detail.png
Region (53, 53) to (93, 93) um. Cells in grey, sequential cells in the stronger grey; small squares are vias.
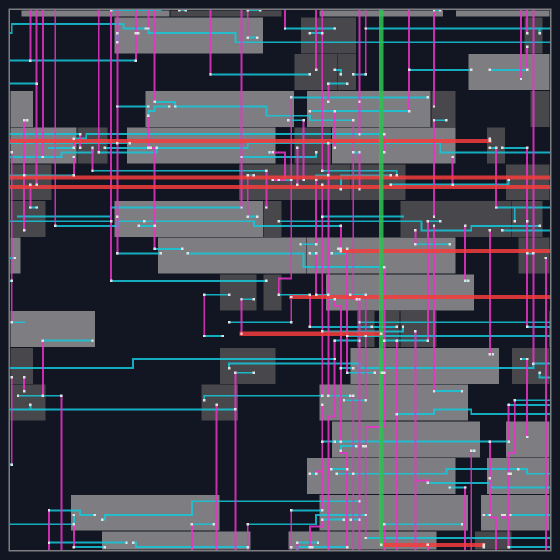
placement.png
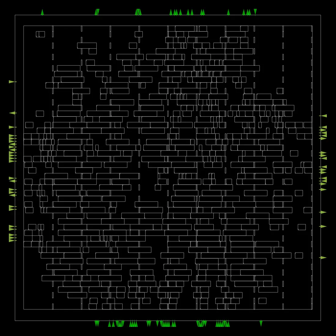
layer_met2.png
(2 px per um) Cells faint in the background.
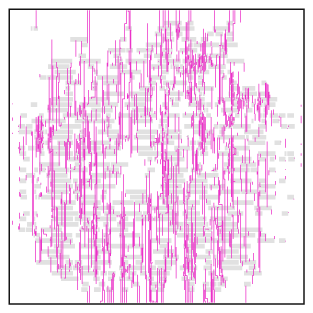
io_placement.png
(3 px per um) Pins as bars across the die edge, other pins in grey.
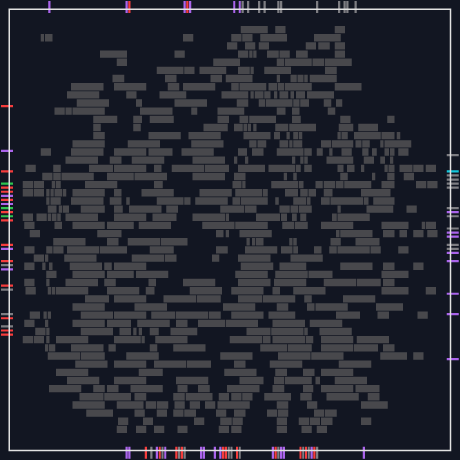
--- src/rtl/instr_encoder.sv ---
// Instruction encoder: takes decoded instruction fields, builds 32-bit MIPS
// words, buffers them in a small FIFO and streams them into instruction
// memory at ascending word addresses.
module instr_encoder #(
   parameter int Width  = 6,   // opcode / funct field width
   parameter int DEPTH  = 4,   // encoded-word FIFO entries (power of 2)
   parameter int ADDR_W = 8    // instruction-memory word-address width
) (
   input  logic              clk,
   input  logic              rst,
   input  logic              load_start,
   input  logic              load_end,
   input  logic              in_valid,
   output logic              in_ready,
   input  logic [2:0]        in_kind,
   input  logic [2:0]        in_alu,
   input  logic [4:0]        in_rs,
   input  logic [4:0]        in_rt,
   input  logic [4:0]        in_rd,
   input  logic [25:0]       in_imm,
   input  logic              im_ready,
   output logic              im_we,
   output logic [ADDR_W-1:0] im_addr,
   output logic [31:0]       im_wdata,
   output logic              err,
   output logic              wrapped,
   output logic              done
);

   localparam int PTR_W = (DEPTH > 1) ? $clog2(DEPTH) : 1;
   localparam int CNT_W = $clog2(DEPTH + 1);

   localparam logic [Width-1:0] OP_RTYPE = Width'(6'b000000);
   localparam logic [Width-1:0] OP_LW    = Width'(6'b100011);
   localparam logic [Width-1:0] OP_SW    = Width'(6'b101011);
   localparam logic [Width-1:0] OP_ADDI  = Width'(6'b001000);
   localparam logic [Width-1:0] OP_BEQ   = Width'(6'b000100);
   localparam logic [Width-1:0] OP_J     = Width'(6'b000010);

   localparam logic [Width-1:0] FN_ADD   = Width'(6'b100000);
   localparam logic [Width-1:0] FN_SUB   = Width'(6'b100010);
   localparam logic [Width-1:0] FN_SLT   = Width'(6'b101010);
   localparam logic [Width-1:0] FN_MUL   = Width'(6'b011100);

   typedef enum logic [1:0] {IDLE, LOAD, DRAIN, DONE} state_t;

   state_t             state_reg, state_next;
   logic [31:0]        fifo_mem [DEPTH];
   logic [PTR_W-1:0]   wr_ptr_reg, rd_ptr_reg;
   logic [CNT_W-1:0]   count_reg;
   logic [ADDR_W-1:0]  addr_reg;
   logic               we_reg, err_reg, wrapped_reg;
   logic [ADDR_W-1:0]  im_addr_reg;
   logic [31:0]        wdata_reg;

   logic [Width-1:0]   op, funct;
   logic               legal;
   logic [31:0]        enc_word;
   logic               accept, push, pop;

   // Field-to-word encoder; flags kinds and ALU codes that have no encoding
   always_comb begin
      legal    = 1'b1;
      op       = '0;
      funct    = '0;
      enc_word = '0;
      case (in_kind)
         3'd0: op = OP_LW;
         3'd1: op = OP_SW;
         3'd2: op = OP_RTYPE;
         3'd3: op = OP_ADDI;
         3'd4: op = OP_BEQ;
         3'd5: op = OP_J;
         default: legal = 1'b0;
      endcase
      if (in_kind == 3'd2) begin
         case (in_alu)
            3'b010: funct = FN_ADD;
            3'b100: funct = FN_SUB;
            3'b110: funct = FN_SLT;
            3'b101: funct = FN_MUL;
            default: legal = 1'b0;
         endcase
         enc_word = 32'({op, in_rs, in_rt, in_rd, 5'd0, funct});
      end else if (in_kind == 3'd5) begin
         enc_word = 32'({op, in_imm});
      end else begin
         enc_word = 32'({op, in_rs, in_rt, in_imm[15:0]});
      end
   end

   // Handshake and FIFO traffic; a load_start flushes, so nothing moves that cycle
   assign in_ready = (state_reg == LOAD) && (count_reg < CNT_W'(DEPTH)) && !load_start;
   assign accept   = in_valid && in_ready;
   assign push     = accept && legal;
   assign pop      = ((state_reg == LOAD) || (state_reg == DRAIN)) &&
                     (count_reg != '0) && im_ready && !load_start;

   // Next-state logic: load_start restarts from any state and beats load_end
   always_comb begin
      state_next = state_reg;
      if (load_start) begin
         state_next = LOAD;
      end else begin
         case (state_reg)
            LOAD:    if (load_end) state_next = DRAIN;
            DRAIN:   if ((count_reg == '0) && !pop) state_next = DONE;
            default: state_next = state_reg;
         endcase
      end
   end

   // FIFO storage; written only on a legal accepted instruction
   always_ff @(posedge clk) begin
      if (push) fifo_mem[wr_ptr_reg] <= enc_word;
   end

   // State, FIFO pointers, address counter and registered memory write port
   always_ff @(posedge clk or posedge rst) begin
      if (rst) begin
         state_reg   <= IDLE;
         wr_ptr_reg  <= '0;
         rd_ptr_reg  <= '0;
         count_reg   <= '0;
         addr_reg    <= '0;
         we_reg      <= 1'b0;
         err_reg     <= 1'b0;
         wrapped_reg <= 1'b0;
         im_addr_reg <= '0;
         wdata_reg   <= '0;
      end else begin
         state_reg <= state_next;
         we_reg    <= pop;
         err_reg   <= accept && !legal;
         if (load_start) begin
            wr_ptr_reg  <= '0;
            rd_ptr_reg  <= '0;
            count_reg   <= '0;
            addr_reg    <= '0;
            wrapped_reg <= 1'b0;
         end else begin
            if (push) wr_ptr_reg <= wr_ptr_reg + PTR_W'(1);
            if (pop) begin
               rd_ptr_reg  <= rd_ptr_reg + PTR_W'(1);
               im_addr_reg <= addr_reg;
               wdata_reg   <= fifo_mem[rd_ptr_reg];
               addr_reg    <= addr_reg + ADDR_W'(1);
               if (&addr_reg) wrapped_reg <= 1'b1;
            end
            case ({push, pop})
               2'b10:   count_reg <= count_reg + CNT_W'(1);
               2'b01:   count_reg <= count_reg - CNT_W'(1);
               default: count_reg <= count_reg;
            endcase
         end
      end
   end

   assign im_we    = we_reg;
   assign im_addr  = im_addr_reg;
   assign im_wdata = wdata_reg;
   assign err      = err_reg;
   assign wrapped  = wrapped_reg;
   assign done     = (state_reg == DONE);

endmodule

--- config.mk ---
export PLATFORM = sky130hd
export DESIGN_NAME = instr_encoder
export DESIGN_NICKNAME = d
export VERILOG_FILES = /design/src/rtl/instr_encoder.sv
export SDC_FILE = /design/constraint.sdc
export NUM_CORES = 1
export LEC_CHECK = 0
export CAP_MARGIN = 10
export CORE_MARGIN = 4
export CORE_UTILIZATION = 38
export CTS_BUF_LIST = sky130_fd_sc_hd__clkbuf_4
export CTS_CLUSTER_DIAMETER = 30
export CTS_CLUSTER_SIZE = 24
export DETAILED_ROUTE_END_ITERATION = 8
export GPL_TIMING_DRIVEN = 0
export SYNTH_ARGS = -nofsm -noshare
export SYNTH_HDL_FRONTEND = slang
export SYNTH_SLANG_ARGS = --single-unit
--- constraint.sdc ---
create_clock -name clk -period 4.3 [get_ports clk]
set_input_delay 0.645 -clock clk [delete_from_list [all_inputs] [get_ports clk]]
set_output_delay 0.645 -clock clk [all_outputs]
set_load 0.05 [all_outputs]
==> results.yml <==
# yosys + openroad results
die:
  nWellTaps: 260
  io-pin-count: 98
  floorplan.core_util_pct: 38.77
  chipArea_um2: 21490
  floorplan.core_area_um2: 18830
global_routing:
  grt-busiest-layer: "met2"
  grt_max_degree: 40
  grt_overflow_total: 0
  grt_first_pass_wirelength_mm: 22.69
  antenna_found_initial: 1
  number_of_global_route_vias_before_repair: 4196
  grt.met1_usage_pct: 16.85
  groute.layer.met3.usage_pct: 3.880
  globalRouteTotalUtil_pct: 13.79
power:
  leakage_nw: 3.241
  share_comb_of_total_power_pct: 33.8
  dominant_power_group: "sequential cells"
  power_frac_seq_pct: 45.0
  pwr.group.sequential_mw: 2.17
  cell_internal_pwr_mw: 3.133
  pwr_density_cell_nw_per_um2: 541.2
  pwr-share-clk_pct: 21.2
  comb_power_mw: 1.63
  net-switching-power_mw: 1.695
  p_clk_mw: 1.03
  irDropWorstVdd_mv: 0.2900
  power.share.switching_pct: 35.11
layout:
  nMultiInputCombCells: 211
  largest_register_ffs: 120
  final_layout_top_logic_cell: "sky130_fd_sc_hd__edfxtp_1"
  layout.cell_area.non_filler_um2: 8922
  dominant_cells: "registers"
  comb_area_share_pct: 23.29
  final_util_pct: 47.38
  final.signal_inverter_count: 8
  num-clock-buffers: 17
  n_fill_cell: 1643
  synthToLayoutAreaGrowth_pct: 22.21
  logic_area_um2: 2078
  buf_share_pct: 12.44
  final_layout_size_suffix_gt1_share_pct: 19.60
  seq_area_share_pct: 56.65
  diodes_inserted: 1
  layout_top_cells_excl_fill_tap: "sky130_fd_sc_hd__edfxtp_1 (120), sky130_fd_sc_hd__clkdlybuf4s50_1 (95), sky130_fd_sc_hd__dfrtp_1 (58), sky130_fd_sc_hd__nand2_1 (32)"
  regArea_um2: 5055
  clock_cell_area_share_pct: 3.604
  nNonClkBuffers: 117
  design.final.nets: 595
  largest-register: "fifo_mem"
synthesis:
  ys_cells: 418
  synth_top_cell_by_count: "sky130_fd_sc_hd__edfxtp_1"
  syn_nets: 480
  async_reset_ff_share_pct: 32.58
  synth-seq-area-share_pct: 69.24
  number_of_flops_mapped_to_enable_cells_by_yosys: 120
  dominantRegCellSynth: "sky130_fd_sc_hd__edfxtp_1"
  yosys.area.top_type_share_pct: 49.36
  largest_area_cell: "sky130_fd_sc_hd__edfxtp_1"
  post_synth.cell_area_avg_um2: 17.47
  post_synth_most_frequent_cells: "sky130_fd_sc_hd__edfxtp_1 (120), sky130_fd_sc_hd__dfrtp_1 (58), sky130_fd_sc_hd__nand2_1 (32)"
  synth.lib_cells_used.distinct: 49
  netlist_area_before_placement_um2: 7301
  post_synth_inst_count: 418
  yosysWarningCount: 0
  post_synth_main_area_contributors: "sky130_fd_sc_hd__edfxtp_1 (49%), sky130_fd_sc_hd__dfrtp_1 (20%), sky130_fd_sc_hd__mux4_2 (9.3%)"
  yosys_register_bits: 178
critical_path:
  worst_setup_path_endpoint: "in_ready"
  worst_r2r_endpoint: "count_reg[2]$_DFFE_PP0P_"
  critPathKind: "in2out"
  critical_path.top_delay_family: "buffers and inverters"
  max_stage_delay_ps: 830
  critical_path.most_common_cell: "sky130_fd_sc_hd__clkdlybuf4s50_1"
  worst-endpoint-arrival_ps: 2460
  crit_path_cell_trace: "clkdlybuf4s50_1, clkbuf_1, nor3b_1, clkdlybuf4s50_1"
  cp-start-kind: "input pin"
  worst_ep_required_time_ps: 3650
  cp-startpoint: "load_start"
  worstReg2RegStart: "state_reg[1]$_DFFE_PP0P_"
  critPathCaptureType: "primary output"
  reg2reg_slack_ps: 1620
  worst-path-buf-inv: 3
  cp.depth: 4
  worst-path-max-fanout: 10
  cp_slowest_cell: "sky130_fd_sc_hd__clkdlybuf4s50_1"
  ff2ff_path_depth: 10
final_timing:
  timing.hold.ws_ps: 416.5
  finalHoldViolCount: 0
  worst_slew_margin_rel_pct: 40.27
  setup_viol_count_final: 0
  slew_violations: 0
  f_max_mhz: 322.5
  setup-tns-final_ps: 0
  rsz0062_at_grt: "false"
  finalCritPeriodShare_pct: 72.12
worst_hold_path:
  timing.hold.worst.class: "in2async"
cts:
  inserted_clock_buffers: 17
  clk_root_buffer_cell: "sky130_fd_sc_hd__clkbuf_4"
  path_clk_slew_ps: 150
  cts_hold_buf: 0
  tritoncts: "built"
  cts_setup_buffers: 0
  cts_htree_levels: 4
  cts_repair_resize_count: 0
  later_pin_clock_latency_in_the_skew_report_ps: 560
  tritoncts_num_sinks: 178
drt:
  highest_layer: "met4"
  met3WireLength_um: 834
  drtAntennaViolNets: 0
  wire_per_inst_um: 17.80
  detailedRoute.firstPassIterationCount: 5
  detail_route.drc_violations: 0
  route.detailed.vias_per_inst: 4.918
  routedLengthMet1_mm: 5.879
  drt_iter0_markers: 225
  routed-wl-met2_mm: 7.439
place:
  gpl_wtd_cong: 0.7091
  post-dp-hpwl_mm: 9.308
  post_dp_cell_area_um2: 8598
outcome:
  outcome: "complete, no violations"
flow_run:
  max_cap_violations: 0
  openroad.warnings: 31
-- detail.png (at the start) --
Magenta shows metal 2. Green shows metal 4. Red shows metal 3. Cyan shows metal 1.
46 logic cells have their middle in the window. Most frequent: edfxtp_1 (15), dfrtp_1 (5), clkbuf_1 (4). Netlist names of flops here include fifo_mem (15), im_wdata (3). Sequential cells in the window: 20.

-- placement.png (at the start) --
row cnt: 50
final sequential cell count: 178

-- layer_met2.png (at the start) --
The layer holds 52% of the routed length. 529 nets have wire on it. The layer carries 7440 um of wire.
met2 global-route usage: 23.51%
DR vias: 3969
Routed Wire Length: 14.37 mm

-- io_placement.png (at the start) --
Cyan shows load_start, pins 1, direction input, edge east. Red shows in_imm, pins 26, direction input, edge 13 west, 11 south, 2 north. Green shows in_alu, pins 3, direction input, edge west. Purple shows im_wdata, pins 32, direction output, edge 13 south, 8 east, 6 north, 5 west.
Die Span X: 146.6 um
die height: 146.6 um
IO Port Bufs: 95

[stage by stage]
stage / total power, mW / setup slack (ps) / instances
floorplan: 3.323 / 1644 / 418
global placement: 3.838 / 823.4 / 773
detailed placement: 3.870 / 1120 / 774
CTS: 4.896 / 1174 / 806
global route: 5.065 / 1081 / 807
finish: 4.828 / 1199 / 807
[logic make-up (layout without fill, tap and decap cells)]
family / count (synthesis) / in the layout / share of synthesized area (%)
buf+inv: 29 / 157 / 2.314
simple gates: 91 / 91 / 6.873
mux: 78 / 78 / 16.64
fa+ha+maj: 9 / 9 / 1.645
other cells: 1 / 2 / 0.05136
flops: 178 / 178 / 69.24
xor+xnor: 11 / 11 / 1.320
compound gates: 21 / 21 / 1.920
Power figures rest on the tool's default switching activity, not on a simulated workload.
